===== src/rtl/fpu_seq_pkg.sv =====
// Shared types, FP32 constants and classification helpers for the FP op sequencer.
package fpu_seq_pkg;

   typedef enum logic [1:0] {
      OP_ADD = 2'b00,
      OP_SUB = 2'b01,
      OP_MUL = 2'b10,
      OP_DIV = 2'b11
   } fpu_op_e;

   typedef enum logic [1:0] {
      IDLE = 2'b00,
      WAIT = 2'b01,
      DONE = 2'b10
   } seq_state_e;

   localparam logic [7:0]  EXP_ONES = 8'hFF;
   localparam logic [31:0] QNAN     = 32'h7FC0_0000;
   localparam logic [31:0] POS_INF  = 32'h7F80_0000;

   function automatic logic is_nan(input logic [31:0] x);
      return (x[30:23] == EXP_ONES) && (x[22:0] != 23'd0);
   endfunction

   // Signalling NaN: NaN with the quiet bit (mantissa MSB) clear.
   function automatic logic is_snan(input logic [31:0] x);
      return is_nan(x) && !x[22];
   endfunction

   function automatic logic is_inf(input logic [31:0] x);
      return x[30:0] == POS_INF[30:0];
   endfunction

   function automatic logic is_zero(input logic [31:0] x);
      return x[30:0] == 31'd0;
   endfunction

endpackage


===== src/rtl/fpu_seq_classify.sv =====
// Combinational RISC-V fflags {NV,DZ,OF,UF,NX} from the operand bus and the selected unit result.
module fpu_seq_classify
   import fpu_seq_pkg::*;
(
   input  fpu_op_e     op,
   input  logic [31:0] a,
   input  logic [31:0] b,
   input  logic [31:0] result,
   output logic [4:0]  flags
);

   logic nv;
   logic dz;
   logic of;
   logic uf;
   logic a_fin;
   logic b_fin;

   always_comb begin
      a_fin = !is_nan(a) && !is_inf(a);
      b_fin = !is_nan(b) && !is_inf(b);

      nv = is_snan(a) || is_snan(b);
      dz = 1'b0;
      case (op)
         OP_ADD: nv = nv || (is_inf(a) && is_inf(b) && (a[31] != b[31]));
         OP_SUB: nv = nv || (is_inf(a) && is_inf(b) && (a[31] == b[31]));
         OP_MUL: nv = nv || (is_zero(a) && is_inf(b)) || (is_inf(a) && is_zero(b));
         OP_DIV: begin
            nv = nv || (is_zero(a) && is_zero(b)) || (is_inf(a) && is_inf(b));
            dz = a_fin && !is_zero(a) && is_zero(b);
         end
         default: nv = nv;
      endcase

      of = (result[30:23] == EXP_ONES) && a_fin && b_fin;
      uf = (result[30:23] == 8'd0) && (result[22:0] != 23'd0);

      flags = {nv, dz, of, uf, 1'b0};
   end

endmodule


===== src/rtl/fpu_op_sequencer.sv =====
// Issue/collect sequencer for the combinational FP32 add/sub/mul/div units.
// Optional rsp_flags output is enabled with macro FPU_SEQ_FLAGS_EN.
//
// state | meaning
// IDLE  | ready for a request
// WAIT  | operands on the bus, counting down the unit settle time
// DONE  | result captured, waiting for the consumer handshake
module fpu_op_sequencer
   import fpu_seq_pkg::*;
#(
   parameter int ADD_LAT = 1,
   parameter int MUL_LAT = 2,
   parameter int DIV_LAT = 4
) (
   input  logic        clk,
   input  logic        reset,
   input  logic        req_valid,
   output logic        req_ready,
   input  logic [1:0]  req_op,
   input  logic [31:0] req_a,
   input  logic [31:0] req_b,
   output logic [31:0] unit_a,
   output logic [31:0] unit_b,
   output logic        unit_en,
   input  logic [31:0] add_o,
   input  logic [31:0] sub_ans,
   input  logic [31:0] mul_result,
   input  logic [31:0] div_result,
   output logic        rsp_valid,
   input  logic        rsp_ready,
   output logic [31:0] rsp_result,
   output logic [1:0]  rsp_op,
`ifdef FPU_SEQ_FLAGS_EN
   output logic [4:0]  rsp_flags,
`endif
   output logic        busy
);

   localparam logic [3:0] ADD_CNT = 4'(ADD_LAT);
   localparam logic [3:0] MUL_CNT = 4'(MUL_LAT);
   localparam logic [3:0] DIV_CNT = 4'(DIV_LAT);

   seq_state_e  state;
   seq_state_e  state_nxt;
   fpu_op_e     op_q;
   logic [3:0]  cnt;
   logic [3:0]  lat_sel;
   logic [31:0] mux_result;
   logic        accept;
   logic        last_cycle;

   assign req_ready  = (state == IDLE) && !reset;
   assign accept     = req_valid && req_ready;
   // <= 1 rather than == 1 so an out-of-range zero latency cannot stall in WAIT.
   assign last_cycle = (cnt <= 4'd1);

   always_comb begin
      lat_sel = ADD_CNT;
      case (req_op)
         2'b10:   lat_sel = MUL_CNT;
         2'b11:   lat_sel = DIV_CNT;
         default: lat_sel = ADD_CNT;
      endcase
   end

   always_comb begin
      mux_result = add_o;
      case (op_q)
         OP_SUB:  mux_result = sub_ans;
         OP_MUL:  mux_result = mul_result;
         OP_DIV:  mux_result = div_result;
         default: mux_result = add_o;
      endcase
   end

   always_ff @(posedge clk or posedge reset) begin
      if (reset) state <= IDLE;
      else       state <= state_nxt;
   end

   always_comb begin
      state_nxt = state;
      unit_en   = 1'b0;
      rsp_valid = 1'b0;
      busy      = (state != IDLE);
      case (state)
         IDLE: if (accept) state_nxt = WAIT;
         WAIT: begin
            unit_en = 1'b1;
            if (last_cycle) state_nxt = DONE;
         end
         DONE: begin
            rsp_valid = 1'b1;
            if (rsp_ready) state_nxt = IDLE;
         end
         default: state_nxt = IDLE;
      endcase
   end

`ifdef FPU_SEQ_FLAGS_EN
   logic [4:0] flags_nxt;

   fpu_seq_classify u_classify (
      .op     (op_q),
      .a      (unit_a),
      .b      (unit_b),
      .result (mux_result),
      .flags  (flags_nxt)
   );

   always_ff @(posedge clk or posedge reset) begin
      if (reset)                                 rsp_flags <= 5'd0;
      else if ((state == WAIT) && last_cycle)    rsp_flags <= flags_nxt;
   end
`endif

   always_ff @(posedge clk or posedge reset) begin
      if (reset) begin
         unit_a     <= 32'd0;
         unit_b     <= 32'd0;
         op_q       <= OP_ADD;
         cnt        <= 4'd0;
         rsp_result <= 32'd0;
         rsp_op     <= 2'd0;
      end else if (accept) begin
         unit_a <= req_a;
         unit_b <= req_b;
         op_q   <= fpu_op_e'(req_op);
         cnt    <= lat_sel;
      end else if (state == WAIT) begin
         cnt <= cnt - 4'd1;
         if (last_cycle) begin
            rsp_result <= mux_result;
            rsp_op     <= op_q;
         end
      end
   end

endmodule


===== config.mk =====
export PLATFORM = sky130hd
export DESIGN_NAME = fpu_op_sequencer
export DESIGN_NICKNAME = d
export VERILOG_FILES = /design/src/rtl/fpu_seq_pkg.sv /design/src/rtl/fpu_seq_classify.sv /design/src/rtl/fpu_op_sequencer.sv
export SDC_FILE = /design/constraint.sdc
export NUM_CORES = 1
export LEC_CHECK = 0
export CAP_MARGIN = 20
export CELL_PAD_IN_SITES_DETAIL_PLACEMENT = 1
export CELL_PAD_IN_SITES_GLOBAL_PLACEMENT = 2
export CORE_ASPECT_RATIO = 1.75
export CORE_MARGIN = 4
export CORE_UTILIZATION = 24
export CTS_BUF_LIST = sky130_fd_sc_hd__clkbuf_4
export CTS_CLUSTER_SIZE = 25
export DETAILED_ROUTE_END_ITERATION = 7
export GPL_ROUTABILITY_DRIVEN = 0
export GPL_TIMING_DRIVEN = 0
export PLACE_DENSITY_LB_ADDON = 0.1
export SYNTH_ARGS = -nofsm -noshare
export SYNTH_HDL_FRONTEND = slang
export SYNTH_SLANG_ARGS = --single-unit

===== constraint.sdc =====
create_clock -name clk -period 3.73 [get_ports clk]
set_input_delay 0.5595 -clock clk [delete_from_list [all_inputs] [get_ports clk]]
set_output_delay 0.5595 -clock clk [all_outputs]
set_load 0.1 [all_outputs]

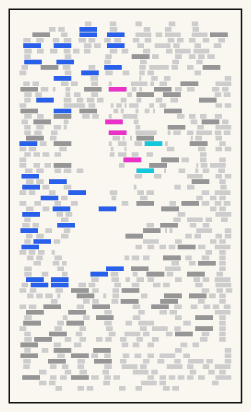
*Where the registers sit, run 1*
(2 px per µm) Other sequential cells in the stronger gray, the rest of the logic in the fainter gray.
signal	color	flops
cnt	magenta	4
op_q	cyan	2
unit_a	blue	32
not colored	68

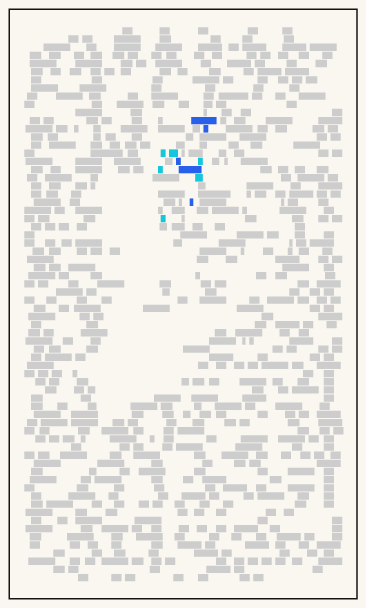
*Gate-type map, run 1*
(3 px per µm)
family	color	cells	where
inverting AOI/OAI gates	cyan	6	top center
NOR gates	blue	5	top center
count of non-filler cells in the finished layout: 850
logic share of the area: 24.80%
most common cell after layout, fill and taps aside: clkdlybuf4s50_1

==> impl_metrics.py, run 1 <==
# Metrics from the implementation run
metrics = {
    "status": {
        "status": "finished clean",
    },
    "critical_path": {
        "timing.critical_path.slowest_cell_delay_ns": 1.20,
        "arrival_ns": 2.56,
        "critPathBufInv": 2,
        "most_used_cell_cp": "clkdlybuf4s50_1",
        "critical_path.endpoint_type": "primary output",
        "regToRegEndpoint": "unit_a[31]$_DFFE_PP0N_",
        "crit_path_max_fanout": 3,
        "critPathSlowestCell": "clkdlybuf4s50_1",
        "critical_path.top_delay_family": "buffers and inverters",
        "cp-endpoint": "req_ready",
        "worst-r2r-cell-count": 3,
        "crit_path_cell_trace": "clkdlybuf4s50_1, nor3_1, clkdlybuf4s50_1",
        "worst-setup-path-type": "input pin to primary output",
        "rrSetupSlack_ns": 1.65,
    },
    "die": {
        "initial_utilization_pct": 24.45,
        "floorplan.tapcells": 245,
    },
    "finish": {
        "final_cell_mix": "clkdlybuf4s50_1 (299), dfrtp_1 (106), mux2_2 (93)",
        "flop_area_um2": 2653,
        "area_share_nonclk_buffers_pct": 37.40,
        "layout-drive-gt1-share_pct": 26.70,
        "dominant_cells": "non-clock buffers",
        "layout_top_registers": "rsp_result: 32 flops, unit_a: 32 flops, unit_b: 32 flops",
        "fin_nets": 798,
        "final-clk-cell-share_pct": 2.037,
        "design_area_um2": 8354,
        "area_growth_syn_to_layout_pct": 72.35,
        "post-route-util_pct": 42.14,
        "antenna_cells_inserted": 2,
    },
    "yosys": {
        "synth.area.top_cells": "dfrtp_1 (55%), mux2_2 (22%), mux4_2 (15%)",
        "main_synth_ff_type": "dfrtp_1",
        "yosys.area_share.simple_pct": 2.426,
        "ys_cells": 287,
        "synth_sequential_area_ratio_pct": 54.72,
        "synth_async_sr_flop_share_pct": 100.0,
        "post_synth.cell_area_avg_um2": 16.89,
        "logic_family": "multiplexers",
        "synth.cells.most_frequent": "dfrtp_1 (106), mux2_2 (93), mux4_2 (32)",
        "ys.warnings.count": 0,
        "mux_share_pct": 38.54,
        "ys.flops": 106,
        "synth.lib_cells_used.distinct": 27,
        "synth_chip_area_um2": 4847,
        "synth-edff-count": 0,
        "largest_area_cell": "dfrtp_1",
        "synth_top_area_share_pct": 54.72,
    },
    "placement": {
        "buffer_ports.inserted": 299,
        "detailed_place.area_um2": 8179,
        "place_hpwl_um": 14250,
    },
    "routing": {
        "wire_per_inst_um": 20.56,
        "routed_via_density": 4.453,
        "detailroute.via_count": 3785,
        "totalWireLength_um": 17480,
    },
    "clock_network": {
        "htree_levels": 3,
        "postCtsResizedCells": 0,
        "maximum_buffer_depth_of_the_clock_tree": 2,
        "root_buffer": "clkbuf_4",
        "clkSinkCount": 106,
        "cts-hold-fix-buffers": 0,
        "clkLatencyLatePin_ns": 0.47,
        "cts.clk_slew.worst_paths_ns": 0.17,
    },
    "sta": {
        "clock_period_minus_final_worst_setup_slack_ns": 3.119,
        "holdWs_ns": 0.4798,
        "setup_slack_ns": 0.6110,
        "setup_violations": 0,
        "unrepaired_setup_endpoints_after_global_routing": "false",
        "fin_crit_sh_pct": 83.62,
        "max-slew-margin-rel_pct": 29.29,
    },
    "grt": {
        "grt-ovfl-total": 0,
        "gr_met1_demand_resource_pct": 14.58,
        "number_of_antenna_violations_at_the_first_check_in_global_routing": 2,
        "grt_max_degree": 89,
        "routing_usage_on_met2_pct": 29.66,
        "gr-max-usage-layer": "met2",
        "first_global_vias": 4474,
        "grt_use_met3_pct": 4.537,
    },
    "job": {
        "max-cap-violations": 0,
        "log.warning_count": 27,
    },
    "worst_hold_path": {
        "hold_class": "input pin to async pin",
    },
}
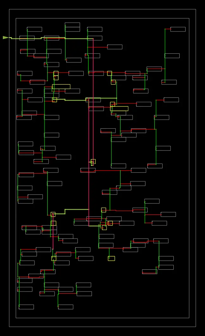
*Clock wiring as the flow saved it, run 1*
worst-case clock skew: 0.01528 ns
count of clock-net buffers in the final layout: 9
CTS buffer count: 9
Seq cells: 106

==> run 2, diff against run 1 <==
==> constraint.sdc (replaced) <==
create_clock -name clk -period 2.9 [get_ports clk]
set_input_delay 0.435 -clock clk [delete_from_list [all_inputs] [get_ports clk]]
set_output_delay 0.435 -clock clk [all_outputs]
set_load 0.1 [all_outputs]
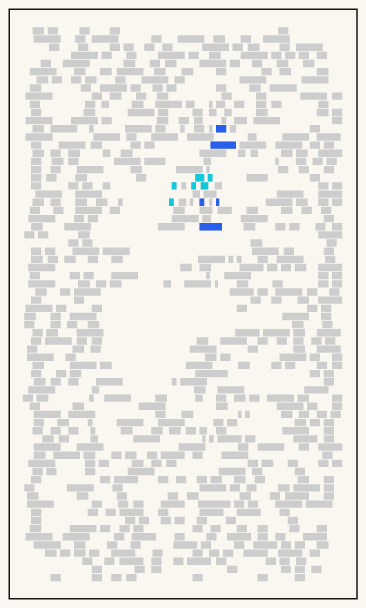
*Gate-type map, run 2*
(3 px per µm)
count of non-filler cells in the finished layout: 848
logic share of the area: 24.90%

==> run 2 against run 1 <==
Critical path depth is the same. Register-to-register slack lost 0.81 ns. Global-route usage shrank 0.050 points. Worst setup slack lost 0.41 ns. Critical path type is now flop to primary output. Highest routed layer unchanged.
==> impl_metrics.py, run 2 <==
# Metrics from the implementation run
metrics = {
    "finish": {
        "dominant_cells": "non-clock buffers",
        "post-route-util_pct": 42.07,
        "design_area_um2": 8341,
        "layout_top_cell": "clkdlybuf4s50_1",
        "area_share_nonclk_buffers_pct": 37.59,
        "layout.sequential_cells": 106,
        "final-clk-cell-share_pct": 1.725,
        "antenna_cells_inserted": 1,
    },
    "critical_path": {
        "regToRegEndpoint": "rsp_result[21]$_DFFE_PP0P_",
        "rrSetupSlack_ns": 0.84,
        "crit_path_max_fanout": 7,
        "timing.critical_path.slowest_cell_delay_ns": 0.90,
        "critical_path.top_delay_family": "buffers and inverters",
        "critPathSlowestCell": "dlygate4sd2_1",
        "worst-setup-path-type": "flop to primary output",
        "crit_path_cell_trace": "nand2b_4, inv_1, dlygate4sd2_1",
    },
    "sta": {
        "clock_period_minus_final_worst_setup_slack_ns": 2.696,
        "max-slew-margin-rel_pct": 29.91,
        "timing.clock.skew_ns": 0.02239,
        "fin_crit_sh_pct": 92.96,
    },
    "grt": {
        "routing_usage_on_met2_pct": 28.76,
        "grt-ovfl-total": 0,
        "grt_max_degree": 40,
        "first_global_vias": 4506,
    },
    "routing": {
        "detailroute.via_count": 3828,
        "totalWireLength_um": 17180,
        "routed_via_density": 4.514,
        "wire_per_inst_um": 20.26,
    },
    "yosys": {
        "synth_top_area_share_pct": 54.72,
        "ys_cells": 287,
        "synth.cells.most_frequent": "dfrtp_1 (106), mux2_2 (93), mux4_2 (32)",
        "synth_async_sr_flop_share_pct": 100.0,
        "ys.warnings.count": 0,
        "synth-edff-count": 0,
        "logic_family": "multiplexers",
        "synth.area.top_cells": "dfrtp_1 (55%), mux2_2 (22%), mux4_2 (15%)",
    },
    "worst_hold_path": {
        "hold_class": "flop to flop",
    },
    "placement": {
        "buffer_ports.inserted": 299,
        "place_hpwl_um": 14060,
    },
    "clock_network": {
        "cts.clk_slew.worst_paths_ns": 0.17,
        "clkSinkCount": 106,
        "maximum_buffer_depth_of_the_clock_tree": 2,
        "postCtsResizedCells": 3,
    },
    "status": {
        "status": "finished clean",
    },
    "job": {
        "log.warning_count": 27,
    },
    "die": {
        "floorplan.tapcells": 245,
    },
}
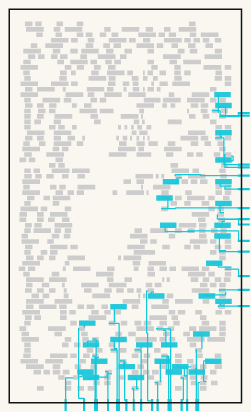
*I/O nets highlighted, run 2*
(2 px per µm)
port	color	bits	direction	edge	end cells	buffers	wire
div_result	cyan	32	input	18 bottom, 14 right	32	32	974 µm

